**config.mk**
```make
export PLATFORM = sky130hd
export DESIGN_NAME = lu_operand_feeder_flat
export DESIGN_NICKNAME = d
export VERILOG_FILES = /design/src/rtl/lu_operand_feeder_if.sv /design/src/rtl/lu_operand_feeder.sv /design/src/flat_wrapper.sv
export SDC_FILE = /design/constraint.sdc
export NUM_CORES = 1
export LEC_CHECK = 0
export CORE_AREA = 2 2 71 73
export DETAILED_ROUTE_END_ITERATION = 12
export DIE_AREA = 0 0 73 75
export HOLD_SLACK_MARGIN = 0.06
export PLACE_DENSITY = 0.72
export SLEW_MARGIN = 40
export SYNTH_ARGS = -nofsm -noshare
export SYNTH_HDL_FRONTEND = slang
export SYNTH_SLANG_ARGS = --single-unit
```
**constraint.sdc**
```tcl
create_clock -name clk -period 2.25 [get_ports clk]
set_input_delay 0.225 -clock clk [delete_from_list [all_inputs] [get_ports clk]]
set_output_delay 0.225 -clock clk [all_outputs]
set_load 0.05 [all_outputs]
```
**src/rtl/lu_operand_feeder_if.sv**
```systemverilog
// Operand-pair handshake bundle between an upstream producer, the feeder and the logic-unit stage.
interface lu_operand_feeder_if #(
  parameter int WIDTH = 4,
  parameter int DEPTH = 4
);
  localparam int LW = $clog2(DEPTH) + 1;

  logic             in_valid;
  logic             in_ready;
  logic [WIDTH-1:0] in_a;
  logic [WIDTH-1:0] in_b;
  logic             sweep_start;
  logic             out_valid;
  logic             out_ready;
  logic [WIDTH-1:0] a;
  logic [WIDTH-1:0] b;
  logic             busy;
  logic             sweep_done;
  logic [LW-1:0]    level;

  modport master (
    output in_valid, in_a, in_b, sweep_start, out_ready,
    input  in_ready, out_valid, a, b, busy, sweep_done, level
  );

  modport slave (
    input  in_valid, in_a, in_b, sweep_start, out_ready,
    output in_ready, out_valid, a, b, busy, sweep_done, level
  );
endinterface

```
**src/rtl/lu_operand_feeder.sv**
```systemverilog
// Operand feeder for the logic unit: a small pair FIFO, or an exhaustive a/b sweep on request.
module lu_operand_feeder #(
  parameter int WIDTH = 4,
  parameter int DEPTH = 4
) (
  input  logic                clk,
  input  logic                rst_n,
  lu_operand_feeder_if.slave  bus
);
  localparam int AW = $clog2(DEPTH);
  localparam logic [AW:0] FULL = (AW+1)'(DEPTH);

  typedef enum logic {IDLE, SWEEP} state_t;

  state_t             state, state_nxt;
  logic [AW-1:0]      wptr, rptr;
  logic [AW:0]        level_q;
  logic [2*WIDTH-1:0] cnt;
  logic               done_q;
  logic [WIDTH-1:0]   mem_a [DEPTH];
  logic [WIDTH-1:0]   mem_b [DEPTH];

  logic               in_rdy, out_vld, push, pop, fifo_pop, last_pop;
  logic [WIDTH-1:0]   a_o, b_o;

  always_ff @(posedge clk) begin
    if (!rst_n) state <= IDLE;
    else        state <= state_nxt;
  end

  always_comb begin
    state_nxt = state;
    in_rdy    = 1'b0;
    out_vld   = 1'b0;
    a_o       = '0;
    b_o       = '0;
    push      = 1'b0;
    pop       = 1'b0;
    last_pop  = 1'b0;
    case (state)
      IDLE: begin
        in_rdy  = (level_q < FULL);
        out_vld = (level_q != '0);
        // a/b stay at zero while nothing valid is held
        if (out_vld) begin
          a_o = mem_a[rptr];
          b_o = mem_b[rptr];
        end
        push = bus.in_valid & in_rdy;
        pop  = out_vld & bus.out_ready;
        if (bus.sweep_start && level_q == '0 && !push) state_nxt = SWEEP;
      end
      SWEEP: begin
        out_vld = 1'b1;
        a_o     = cnt[2*WIDTH-1:WIDTH];
        b_o     = cnt[WIDTH-1:0];
        pop     = bus.out_ready;
        if (pop && (&cnt)) begin
          last_pop  = 1'b1;
          state_nxt = IDLE;
        end
      end
      default: state_nxt = IDLE;
    endcase
  end

  assign fifo_pop = pop & (state == IDLE);

  always_ff @(posedge clk) begin
    if (!rst_n) begin
      wptr    <= '0;
      rptr    <= '0;
      level_q <= '0;
      cnt     <= '0;
      done_q  <= 1'b0;
    end else begin
      done_q <= last_pop;
      if (push)     wptr <= wptr + 1'b1;
      if (fifo_pop) rptr <= rptr + 1'b1;
      case ({push, fifo_pop})
        2'b10:   level_q <= level_q + 1'b1;
        2'b01:   level_q <= level_q - 1'b1;
        default: level_q <= level_q;
      endcase
      // counter is held at zero in IDLE so every sweep starts from pair 0
      if (state == IDLE) cnt <= '0;
      else if (pop)      cnt <= cnt + 1'b1;
    end
  end

  always_ff @(posedge clk) begin
    if (push) begin
      mem_a[wptr] <= bus.in_a;
      mem_b[wptr] <= bus.in_b;
    end
  end

  assign bus.in_ready   = in_rdy;
  assign bus.out_valid  = out_vld;
  assign bus.a          = a_o;
  assign bus.b          = b_o;
  assign bus.busy       = (state == SWEEP);
  assign bus.sweep_done = done_q;
  assign bus.level      = level_q;
endmodule
```
**src/flat_wrapper.sv**
```systemverilog
// flat-port wrapper written by rule: the top's interface ports become plain ports
module lu_operand_feeder_flat 
#(
  parameter int WIDTH = 4,
  parameter int DEPTH = 4
)
  (clk, rst_n, bus_in_valid, bus_in_a, bus_in_b, bus_sweep_start, bus_out_ready, bus_in_ready, bus_out_valid, bus_a, bus_b, bus_busy, bus_sweep_done, bus_level);
  lu_operand_feeder_if #(.WIDTH(WIDTH), .DEPTH(DEPTH)) bus_i ();
  input  logic clk;
  input  logic rst_n;
  input wire logic [$bits(bus_i.in_valid)-1:0] bus_in_valid;
  input wire logic [$bits(bus_i.in_a)-1:0] bus_in_a;
  input wire logic [$bits(bus_i.in_b)-1:0] bus_in_b;
  input wire logic [$bits(bus_i.sweep_start)-1:0] bus_sweep_start;
  input wire logic [$bits(bus_i.out_ready)-1:0] bus_out_ready;
  output wire logic [$bits(bus_i.in_ready)-1:0] bus_in_ready;
  output wire logic [$bits(bus_i.out_valid)-1:0] bus_out_valid;
  output wire logic [$bits(bus_i.a)-1:0] bus_a;
  output wire logic [$bits(bus_i.b)-1:0] bus_b;
  output wire logic [$bits(bus_i.busy)-1:0] bus_busy;
  output wire logic [$bits(bus_i.sweep_done)-1:0] bus_sweep_done;
  output wire logic [$bits(bus_i.level)-1:0] bus_level;
  assign bus_i.in_valid = bus_in_valid;
  assign bus_i.in_a = bus_in_a;
  assign bus_i.in_b = bus_in_b;
  assign bus_i.sweep_start = bus_sweep_start;
  assign bus_i.out_ready = bus_out_ready;
  assign bus_in_ready = bus_i.in_ready;
  assign bus_out_valid = bus_i.out_valid;
  assign bus_a = bus_i.a;
  assign bus_b = bus_i.b;
  assign bus_busy = bus_i.busy;
  assign bus_sweep_done = bus_i.sweep_done;
  assign bus_level = bus_i.level;
  lu_operand_feeder #(.WIDTH(WIDTH), .DEPTH(DEPTH)) u_core (.clk(clk), .rst_n(rst_n), .bus(bus_i));
endmodule
```
==> flow_summary_export.csv <==
group,metric,value,unit
yosys,yosys.stat.seqShare,60.8,%
finish,area_growth_syn_to_layout,20.7,%
setup_path,crit_path_top_delay_cell,"sky130_fd_sc_hd__clkdlybuf4s50_1",
global_routing,first_pass_grt_wire_length,6620,µm
final_timing,timing.final.max_slew_violations,0,
clock_tree,clk_pin_slew,90,ps
die,floorplan.initialDensity,47.3,%
yosys,mux_area_share,10.7,%
min_path,timing.hold.worst_path_depth,2,
finish,largestClassByArea,"registers",
setup_path,worst_reg_to_reg_cells,8,
die,num_io_pins,28,
clock_tree,cts.repair_timing.setup_buffer_count,0,
outcome,status,"complete, no violations",
yosys,synthCells,159,
route,drtPass1Iterations,4,
finish,drive_above_1_share,23.5,%
power,max-vdd-ir-drop,0.000667,V
yosys,synth.lib_cells_used.distinct,37,
setup_path,rr_startpoint,"u_core.bus.level[2]",
power,power.sequential.fraction,37.9,%
route,final_antenna_net_count,0,
yosys,yosys-stat-area,2210,µm²
final_timing,final-hold-violation-count,0,
final_timing,finalHoldWorstSlack,510,ps
final_timing,tightest_slew,520,ps
power,fin_total_pwr,3.24,mW
setup_path,worst-setup-path-type,"register to primary output",
finish,design.final.nets,215,
power,switchingPower,1.30,mW
yosys,synthAdderAreaFrac,4.31,%
final_timing,setup_viol,0,
clock_tree,num_cts_buffers,5,
setup_path,startpoint_type,"register",
finish,logic_area,801,µm²
finish,multi_input_comb_cells,92,
final_timing,layout_worst_path_cycle_share,96.5,%
final_timing,fmaxAchievable,461,MHz
finish,n_fill_cell,359,
setup_path,reg_to_reg_slack_setup,190,ps
yosys,postSynthNetCount,179,
global_routing,grt_start_max_net_pins,21,
clock_tree,clock_sink_count,51,
final_timing,final.setup.worst_slack,79.5,ps
place,port_buf_inserts,27,
die,fp.dieArea,5480,µm²
power,share_comb_of_total_power,46.6,%
yosys,topCombFamilyByArea,"simple AND/OR/NAND/NOR gates",
finish,comb_share,30.1,%
cell families after synthesis:
group | after synthesis
buf+inv | 16
compound gates | 22
mux | 13
fa+ha+maj | 7
xor+xnor | 5
flops | 51
simple gates | 45
worst max path at each step:
stage | start | endpoint | slack [ps] | depth (start not counted)
floorplan | u_core.bus.busy | u_core.bus.level[2] | 20 | 9
global placement | bus_out_ready | u_core.bus.level[2] | -2 | 8
detailed placement | bus_out_ready | u_core.bus.level[2] | -80 | 8
CTS | u_core.bus.level[2] | bus_out_valid | 60 | 2
global route | u_core.bus.level[2] | u_core.bus.level[2] | 20 | 8
finish | u_core.bus.level[2] | bus_out_valid | 80 | 2
critical path: cells and delay by family, from the launching register on:
kind | cells | cell delay (ps)
DFF | 1 | 380
and+or+nand+nor | 1 | 550
buffers and inverters | 1 | 720
metrics by stage:
step | area (µm²) | setup TNS (ps)
CTS | 2660 | 0
floorplan | 2220 | 0
detailed placement | 2570 | -76.2
global placement | 2570 | -2.36
global route | 2660 | 0
finish | 2660 | 0
layout by cell type, fill, tap and decap left out, types with 3 or more instances in the layout:
cell type / Yosys / final
sky130_fd_sc_hd__edfxtp_1: 32 / 32
sky130_fd_sc_hd__clkdlybuf4s50_1: 0 / 19
sky130_fd_sc_hd__buf_4: 0 / 17
sky130_fd_sc_hd__dfxtp_1: 19 / 15
sky130_fd_sc_hd__nor2_1: 12 / 12
sky130_fd_sc_hd__inv_1: 9 / 9
sky130_fd_sc_hd__mux4_2: 8 / 8
sky130_fd_sc_hd__a22o_1: 8 / 8
sky130_fd_sc_hd__nand3_1: 6 / 6
sky130_fd_sc_hd__ha_1: 6 / 6
sky130_fd_sc_hd__nand2_1: 5 / 5
sky130_fd_sc_hd__clkbuf_8: 0 / 5
sky130_fd_sc_hd__and2_1: 4 / 4
sky130_fd_sc_hd__a21oi_1: 4 / 4
sky130_fd_sc_hd__mux2i_1: 4 / 4
sky130_fd_sc_hd__nor3b_2: 2 / 3
sky130_fd_sc_hd__or2_2: 3 / 3
sky130_fd_sc_hd__o31ai_1: 3 / 3
sky130_fd_sc_hd__xnor2_1: 3 / 3
sky130_fd_sc_hd__dfxtp_4: 0 / 3
registers in the layout (all words and copies together), names as in the netlist, named ones only:
register	count
u_core.mem_a	16
u_core.mem_b	16
u_core.cnt	8
u_core.bus.level	3
u_core.rptr	2
u_core.wptr	2
u_core.bus.busy	1
u_core.bus.sweep_done	1
metal layers:
layer / track usage [%] / up-vias / routed length, µm / share of wire (%)
met3: 3.61 / 4 / 152 / 3.8
met5: 0 / - / 0 / 0
li1: - / 663 / - / -
met2: 26.2 / 34 / 1960 / 49
met4: 6.17 / 0 / 47 / 1.2
met1: 22.4 / 669 / 1880 / 46
power groups by stage:
stage | sequential, mW | combinational [mW] | clock [mW]
after CTS | 1.23 | 1.52 | 0.524
after floorplan | 1.31 | 0.991 | 0
after detailed placement | 1.25 | 1.51 | 0
after global placement | 1.23 | 1.49 | 0
final | 1.23 | 1.51 | 0.501
after global routing | 1.25 | 1.61 | 0.557
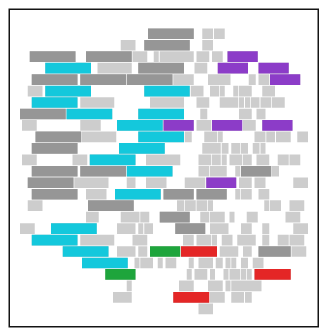
(register map, names as in the netlist)
| color | signal | placed flops |
|---|---|---|
| green | `u_core.wptr` | 2 |
| purple | `u_core.cnt` | 8 |
| cyan | `u_core.mem_b` | 16 |
| red | `u_core.bus.level` | 3 |
register cell area after layout: 1350 µm²
sequential-cell power consumption: 1.23 mW
share of cell area taken by flip-flops and latches: 50.8%
final standard cell utilization of the core: 57.1%

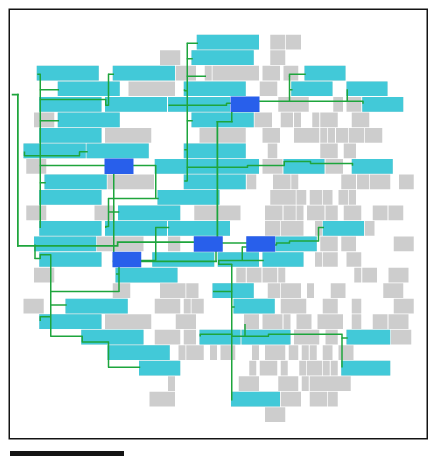
(routed clock nets over the placement)
Scale bar: 20 µm.
[cyan] flip-flops | count: 51
[blue] clock drivers | count: 5
[green] clock wires | length: 522 µm
routed clock nets: 6
Late-Pin Clk Latency: 290 ps
Clk pwr share: 15.5%
Clock Skew: 5.76 ps
clock group total power: 0.501 mW

Power and IR drop assume default switching activity.
